===== src/rtl/sm4_tau_arbiter.sv =====
// sm4_tau_arbiter
//   Schedules the single SM4 byte S-box between two requesters (round datapath
//   "r_" and key-expansion datapath "k_"). A granted 32-bit word is substituted
//   one byte per cycle, MSB first, and returned with a one-cycle done pulse
//   for whichever requester owned it.
// Ports
//   clk, rst        : clock, synchronous active-high reset
//   r_valid/r_word  : round request and word;   r_ready grant, r_done result pulse
//   k_valid/k_word  : key request and word;     k_ready grant, k_done result pulse
//   res_word        : most recent tau result, held until the next completion
//   busy            : a transaction is in SUB or DONE

// Byte S-box: pure lookup table of the SM4 substitution.
module sm4_sbox (
  input  logic [7:0] data_in,
  output logic [7:0] res_out
);

  localparam logic [7:0] SBOX_TABLE [0:255] = '{
    8'hd6, 8'h90, 8'he9, 8'hfe, 8'hcc, 8'he1, 8'h3d, 8'hb7, 8'h16, 8'hb6, 8'h14, 8'hc2, 8'h28, 8'hfb, 8'h2c, 8'h05,
    8'h2b, 8'h67, 8'h9a, 8'h76, 8'h2a, 8'hbe, 8'h04, 8'hc3, 8'haa, 8'h44, 8'h13, 8'h26, 8'h49, 8'h86, 8'h06, 8'h99,
    8'h9c, 8'h42, 8'h50, 8'hf4, 8'h91, 8'hef, 8'h98, 8'h7a, 8'h33, 8'h54, 8'h0b, 8'h43, 8'hed, 8'hcf, 8'hac, 8'h62,
    8'he4, 8'hb3, 8'h1c, 8'ha9, 8'hc9, 8'h08, 8'he8, 8'h95, 8'h80, 8'hdf, 8'h94, 8'hfa, 8'h75, 8'h8f, 8'h3f, 8'ha6,
    8'h47, 8'h07, 8'ha7, 8'hfc, 8'hf3, 8'h73, 8'h17, 8'hba, 8'h83, 8'h59, 8'h3c, 8'h19, 8'he6, 8'h85, 8'h4f, 8'ha8,
    8'h68, 8'h6b, 8'h81, 8'hb2, 8'h71, 8'h64, 8'hda, 8'h8b, 8'hf8, 8'heb, 8'h0f, 8'h4b, 8'h70, 8'h56, 8'h9d, 8'h35,
    8'h1e, 8'h24, 8'h0e, 8'h5e, 8'h63, 8'h58, 8'hd1, 8'ha2, 8'h25, 8'h22, 8'h7c, 8'h3b, 8'h01, 8'h21, 8'h78, 8'h87,
    8'hd4, 8'h00, 8'h46, 8'h57, 8'h9f, 8'hd3, 8'h27, 8'h52, 8'h4c, 8'h36, 8'h02, 8'he7, 8'ha0, 8'hc4, 8'hc8, 8'h9e,
    8'hea, 8'hbf, 8'h8a, 8'hd2, 8'h40, 8'hc7, 8'h38, 8'hb5, 8'ha3, 8'hf7, 8'hf2, 8'hce, 8'hf9, 8'h61, 8'h15, 8'ha1,
    8'he0, 8'hae, 8'h5d, 8'ha4, 8'h9b, 8'h34, 8'h1a, 8'h55, 8'had, 8'h93, 8'h32, 8'h30, 8'hf5, 8'h8c, 8'hb1, 8'he3,
    8'h1d, 8'hf6, 8'he2, 8'h2e, 8'h82, 8'h66, 8'hca, 8'h60, 8'hc0, 8'h29, 8'h23, 8'hab, 8'h0d, 8'h53, 8'h4e, 8'h6f,
    8'hd5, 8'hdb, 8'h37, 8'h45, 8'hde, 8'hfd, 8'h8e, 8'h2f, 8'h03, 8'hff, 8'h6a, 8'h72, 8'h6d, 8'h6c, 8'h5b, 8'h51,
    8'h8d, 8'h1b, 8'haf, 8'h92, 8'hbb, 8'hdd, 8'hbc, 8'h7f, 8'h11, 8'hd9, 8'h5c, 8'h41, 8'h1f, 8'h10, 8'h5a, 8'hd8,
    8'h0a, 8'hc1, 8'h31, 8'h88, 8'ha5, 8'hcd, 8'h7b, 8'hbd, 8'h2d, 8'h74, 8'hd0, 8'h12, 8'hb8, 8'he5, 8'hb4, 8'hb0,
    8'h89, 8'h69, 8'h97, 8'h4a, 8'h0c, 8'h96, 8'h77, 8'h7e, 8'h65, 8'hb9, 8'hf1, 8'h09, 8'hc5, 8'h6e, 8'hc6, 8'h84,
    8'h18, 8'hf0, 8'h7d, 8'hec, 8'h3a, 8'hdc, 8'h4d, 8'h20, 8'h79, 8'hee, 8'h5f, 8'h3e, 8'hd7, 8'hcb, 8'h39, 8'h48
  };

  assign res_out = SBOX_TABLE[data_in];

endmodule

module sm4_tau_arbiter #(
  parameter bit PRIO_INIT = 1'b0
) (
  input  logic        clk,
  input  logic        rst,
  input  logic        r_valid,
  input  logic [31:0] r_word,
  output logic        r_ready,
  output logic        r_done,
  input  logic        k_valid,
  input  logic [31:0] k_word,
  output logic        k_ready,
  output logic        k_done,
  output logic [31:0] res_word,
  output logic        busy
);

  typedef enum logic [1:0] {IDLE, SUB, DONE} state_t;

  state_t      r_state;
  logic [1:0]  r_cnt;
  logic        r_ptr;
  logic        r_owner;
  logic [31:0] r_wreg;
  logic [31:0] r_acc;
  logic [31:0] r_resWord;
  logic        r_rDone;
  logic        r_kDone;

  logic        w_idle;
  logic        w_rGrant;
  logic        w_kGrant;
  logic [7:0]  w_sboxIn;
  logic [7:0]  w_sboxOut;

  sm4_sbox u_sbox (
    .data_in (w_sboxIn),
    .res_out (w_sboxOut)
  );

  // Grant only from IDLE and never while reset is asserted. When both ask,
  // r_ptr names the favoured requester (0 = round, 1 = key).
  assign w_idle   = (r_state == IDLE) && !rst;
  assign w_rGrant = w_idle && r_valid && (!k_valid || !r_ptr);
  assign w_kGrant = w_idle && k_valid && (!r_valid ||  r_ptr);

  // Feed the S-box the byte selected by the counter, MSB first; zero otherwise.
  always_comb begin
    w_sboxIn = 8'h00;
    if (r_state == SUB) begin
      case (r_cnt)
        2'd0:    w_sboxIn = r_wreg[31:24];
        2'd1:    w_sboxIn = r_wreg[23:16];
        2'd2:    w_sboxIn = r_wreg[15:8];
        default: w_sboxIn = r_wreg[7:0];
      endcase
    end
  end

  // Main FSM. The result register and done pulses are loaded on the last SUB
  // edge, so in DONE they present the accumulated word without extra logic.
  // The pointer always moves to the requester that was not just served.
  always_ff @(posedge clk) begin
    if (rst) begin
      r_state   <= IDLE;
      r_cnt     <= 2'd0;
      r_ptr     <= PRIO_INIT;
      r_owner   <= 1'b0;
      r_wreg    <= 32'd0;
      r_acc     <= 32'd0;
      r_resWord <= 32'd0;
      r_rDone   <= 1'b0;
      r_kDone   <= 1'b0;
    end else begin
      r_rDone <= 1'b0;
      r_kDone <= 1'b0;
      case (r_state)
        IDLE: begin
          if (w_rGrant || w_kGrant) begin
            r_wreg  <= w_kGrant ? k_word : r_word;
            r_owner <= w_kGrant;
            r_ptr   <= w_rGrant;
            r_cnt   <= 2'd0;
            r_state <= SUB;
          end
        end
        SUB: begin
          r_acc <= {r_acc[23:0], w_sboxOut};
          r_cnt <= r_cnt + 2'd1;
          if (r_cnt == 2'd3) begin
            r_resWord <= {r_acc[23:0], w_sboxOut};
            r_rDone   <= !r_owner;
            r_kDone   <= r_owner;
            r_state   <= DONE;
          end
        end
        DONE: begin
          r_state <= IDLE;
        end
        default: begin
          r_state <= IDLE;
        end
      endcase
    end
  end

  assign r_ready  = w_rGrant;
  assign k_ready  = w_kGrant;
  assign r_done   = r_rDone;
  assign k_done   = r_kDone;
  assign res_word = r_resWord;
  assign busy     = (r_state != IDLE);

endmodule


===== config.mk =====
export PLATFORM = sky130hd
export DESIGN_NAME = sm4_tau_arbiter
export DESIGN_NICKNAME = d
export VERILOG_FILES = /design/src/rtl/sm4_tau_arbiter.sv
export SDC_FILE = /design/constraint.sdc
export NUM_CORES = 1
export LEC_CHECK = 0
export CAP_MARGIN = 0
export CELL_PAD_IN_SITES_DETAIL_PLACEMENT = 1
export CELL_PAD_IN_SITES_GLOBAL_PLACEMENT = 2
export CORE_AREA = 3 3 157 159
export DETAILED_ROUTE_END_ITERATION = 8
export DIE_AREA = 0 0 160 162
export GPL_TIMING_DRIVEN = 0
export PLACE_DENSITY_LB_ADDON = 0.12
export SYNTH_ARGS = -nofsm -noshare
export SYNTH_HDL_FRONTEND = slang
export SYNTH_SLANG_ARGS = --single-unit

===== constraint.sdc =====
create_clock -name clk -period 4.9 [get_ports clk]
set_input_delay 0.98 -clock clk [delete_from_list [all_inputs] [get_ports clk]]
set_output_delay 0.98 -clock clk [all_outputs]
set_load 0.02 [all_outputs]

==> flow_summary.json <==
{
  "violations": "setup timing",
  "viasPerCell": 6.50,
  "swShare_pct": 36.3,
  "place_area_um2": 8660,
  "firstDrtPassIters": 6,
  "seqPwrFrac_pct": 39.4,
  "clock.fmax_mhz": 202,
  "status": "finished with violations",
  "grt_max_degree": 23,
  "synth_nets": 1112,
  "finalWorstSetupSlack_ps": -47.8,
  "final_util_pct": 38.7,
  "endpoint": "r_acc[4]",
  "power_leakage_nw": 2.98,
  "die_x_um": 160,
  "nNonClkBuffers": 215,
  "relSlewSlack_pct": 17.8,
  "root_buffer": "clkbuf_16",
  "syn_area_um2": 7190,
  "path_common_cell": "ha_1",
  "ys_cells": 1030,
  "ant_nets": 0,
  "crit_slowest_cell": "a2111oi_1",
  "drv_cap": 0,
  "final_area_um2": 9070,
  "cts_sinks": 96,
  "setup_viol": 2,
  "end_kind": "flop",
  "holdWs_ps": 447,
  "flop-count": 96,
  "yosysWarnings": 0,
  "yosys_most_used_dff": "dfxtp_1",
  "grt_pass1_wl_mm": 62.4,
  "edf_count": 0,
  "cts_resized": 14,
  "arrival_ps": 5160,
  "initCoreUtil_pct": 30.7,
  "antenna_found_initial": 0,
  "clock_skew_ps": 5.66,
  "critPathMaxStageDelay_ps": 980,
  "h-tree-depth": 3,
  "crit_fanout": 15,
  "min_path_cells": 1,
  "clk_latency_ps": 350,
  "sh_comb_area_pct": 52.9,
  "gp_congestion": 1.06,
  "buf_share_pct": 17.7,
  "top_power_group": "sequential cells",
  "drt_iter0_markers": 1364,
  "cp_top_family": "AND-OR/OR-AND gates"
}
run 1: logic make-up (layout without fill, tap and decap cells):
group	count (synthesis)	count (layout)	share of synthesized area, %
fa+ha+maj	14	14	2.44
xor+xnor	3	3	0.366
simple gates	410	410	24.5
mux	6	6	0.836
flops	96	96	26.7
buf+inv	121	245	7.80
other cells	0	1	0
compound gates	380	380	37.3
run 1: Yosys cell counts, drive strengths merged (4+ instances only):
cell type / n / area (µm²)
inv: 14 / 52.6
a21oi: 94 / 474
nor2: 104 / 393
a211o: 9 / 80.1
a2111oi: 13 / 115
mux2i: 6 / 60.1
o221ai: 10 / 87.6
a22o: 5 / 52.6
dfxtp: 96 / 1920
o32ai: 4 / 35.0
o31ai: 7 / 52.6
a22oi: 4 / 43.8
o311ai: 5 / 43.8
a221oi: 9 / 78.8
nand3b: 9 / 67.6
o22ai: 7 / 43.8
nand2: 215 / 810
o2111ai: 8 / 70.1
nor3: 25 / 135
a31oi: 18 / 113
nand2b: 4 / 25.0
buf: 55 / 313
a222oi: 5 / 50.1
a311oi: 40 / 350
nor4: 4 / 25.0
ha: 14 / 175
a21o: 5 / 37.5
nand3: 19 / 95.1
clkbuf: 52 / 195
a32oi: 5 / 43.8
nand4: 5 / 31.3
nor2b: 6 / 37.5
or4: 5 / 37.5
o211ai: 19 / 156
o21ai: 62 / 310
a211oi: 28 / 228
run 1: metal layers:
layer	share of wire [%]	GRT usage (%)
met1	42	42.9
met2	40	45.2
met3	13	12.5
met4	5.5	14.4
met5	0	0
run 1: through the flow:
stage | instances | setup slack [ps]
floorplan | 1030 | 1020
global placement | 1453 | -991
detailed placement | 1457 | -832
CTS | 1473 | 6.52
global route | 1473 | 14.1
finish | 1474 | -47.8
run_1/layer_met4.png
(3 px per µm) Supply wires on this layer in gray.
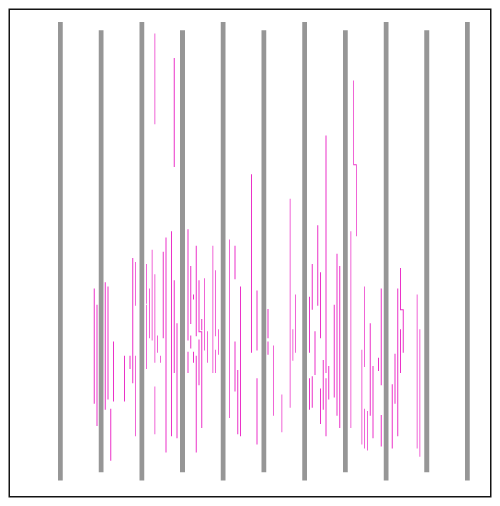
- wire length on this layer: 2370 µm
- longest straight run: 78.9 µm
- share of all routed wire: 5.5%

run_1/congestion.png
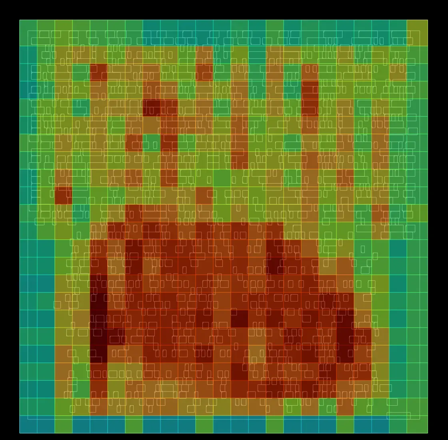
Routed wire per std cell: 29.4 µm
GR Util met3: 12.5%
grt met1 use: 42.9%
Tot GR Track Use: 32.0%
GR peak layer: met2

run_1/wires.png
(3 px per µm) Two of the layers only.
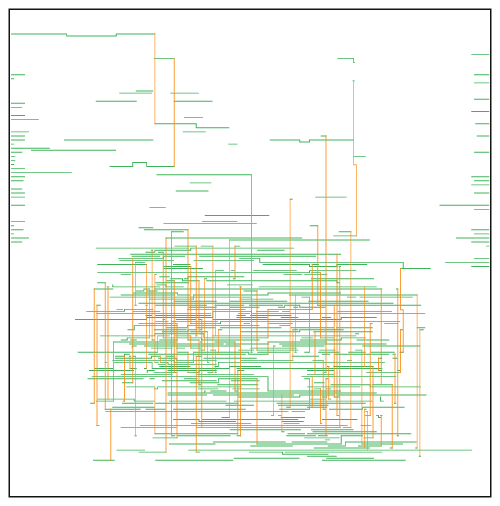
- metal 4: orange (wire length 2370 µm)
- metal 3: green (wire length 5620 µm)

run_1/layer_met1.png
(4 px per µm) Supply wires on this layer in gray. Cells faint in the background.
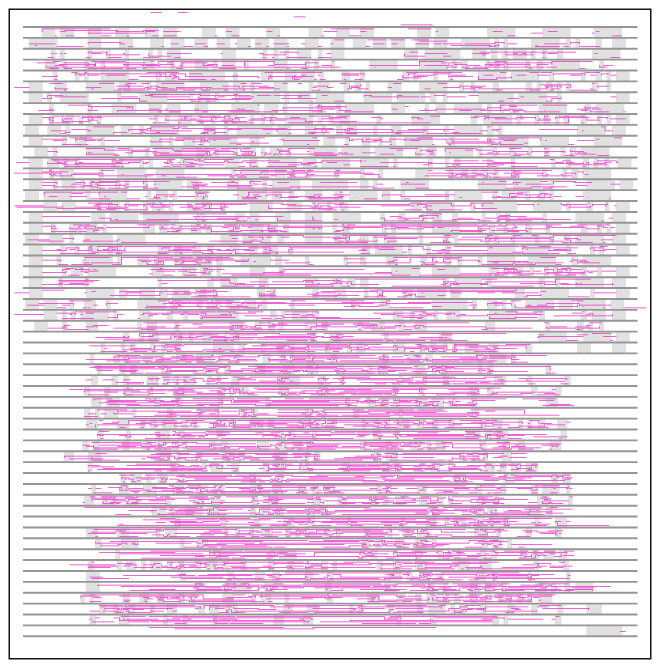
- nets with wire on the layer: 1123
- share of all routed wire: 42%
- longest straight run: 68.5 µm
- main direction: horizontal
- wire length on this layer: 18000 µm

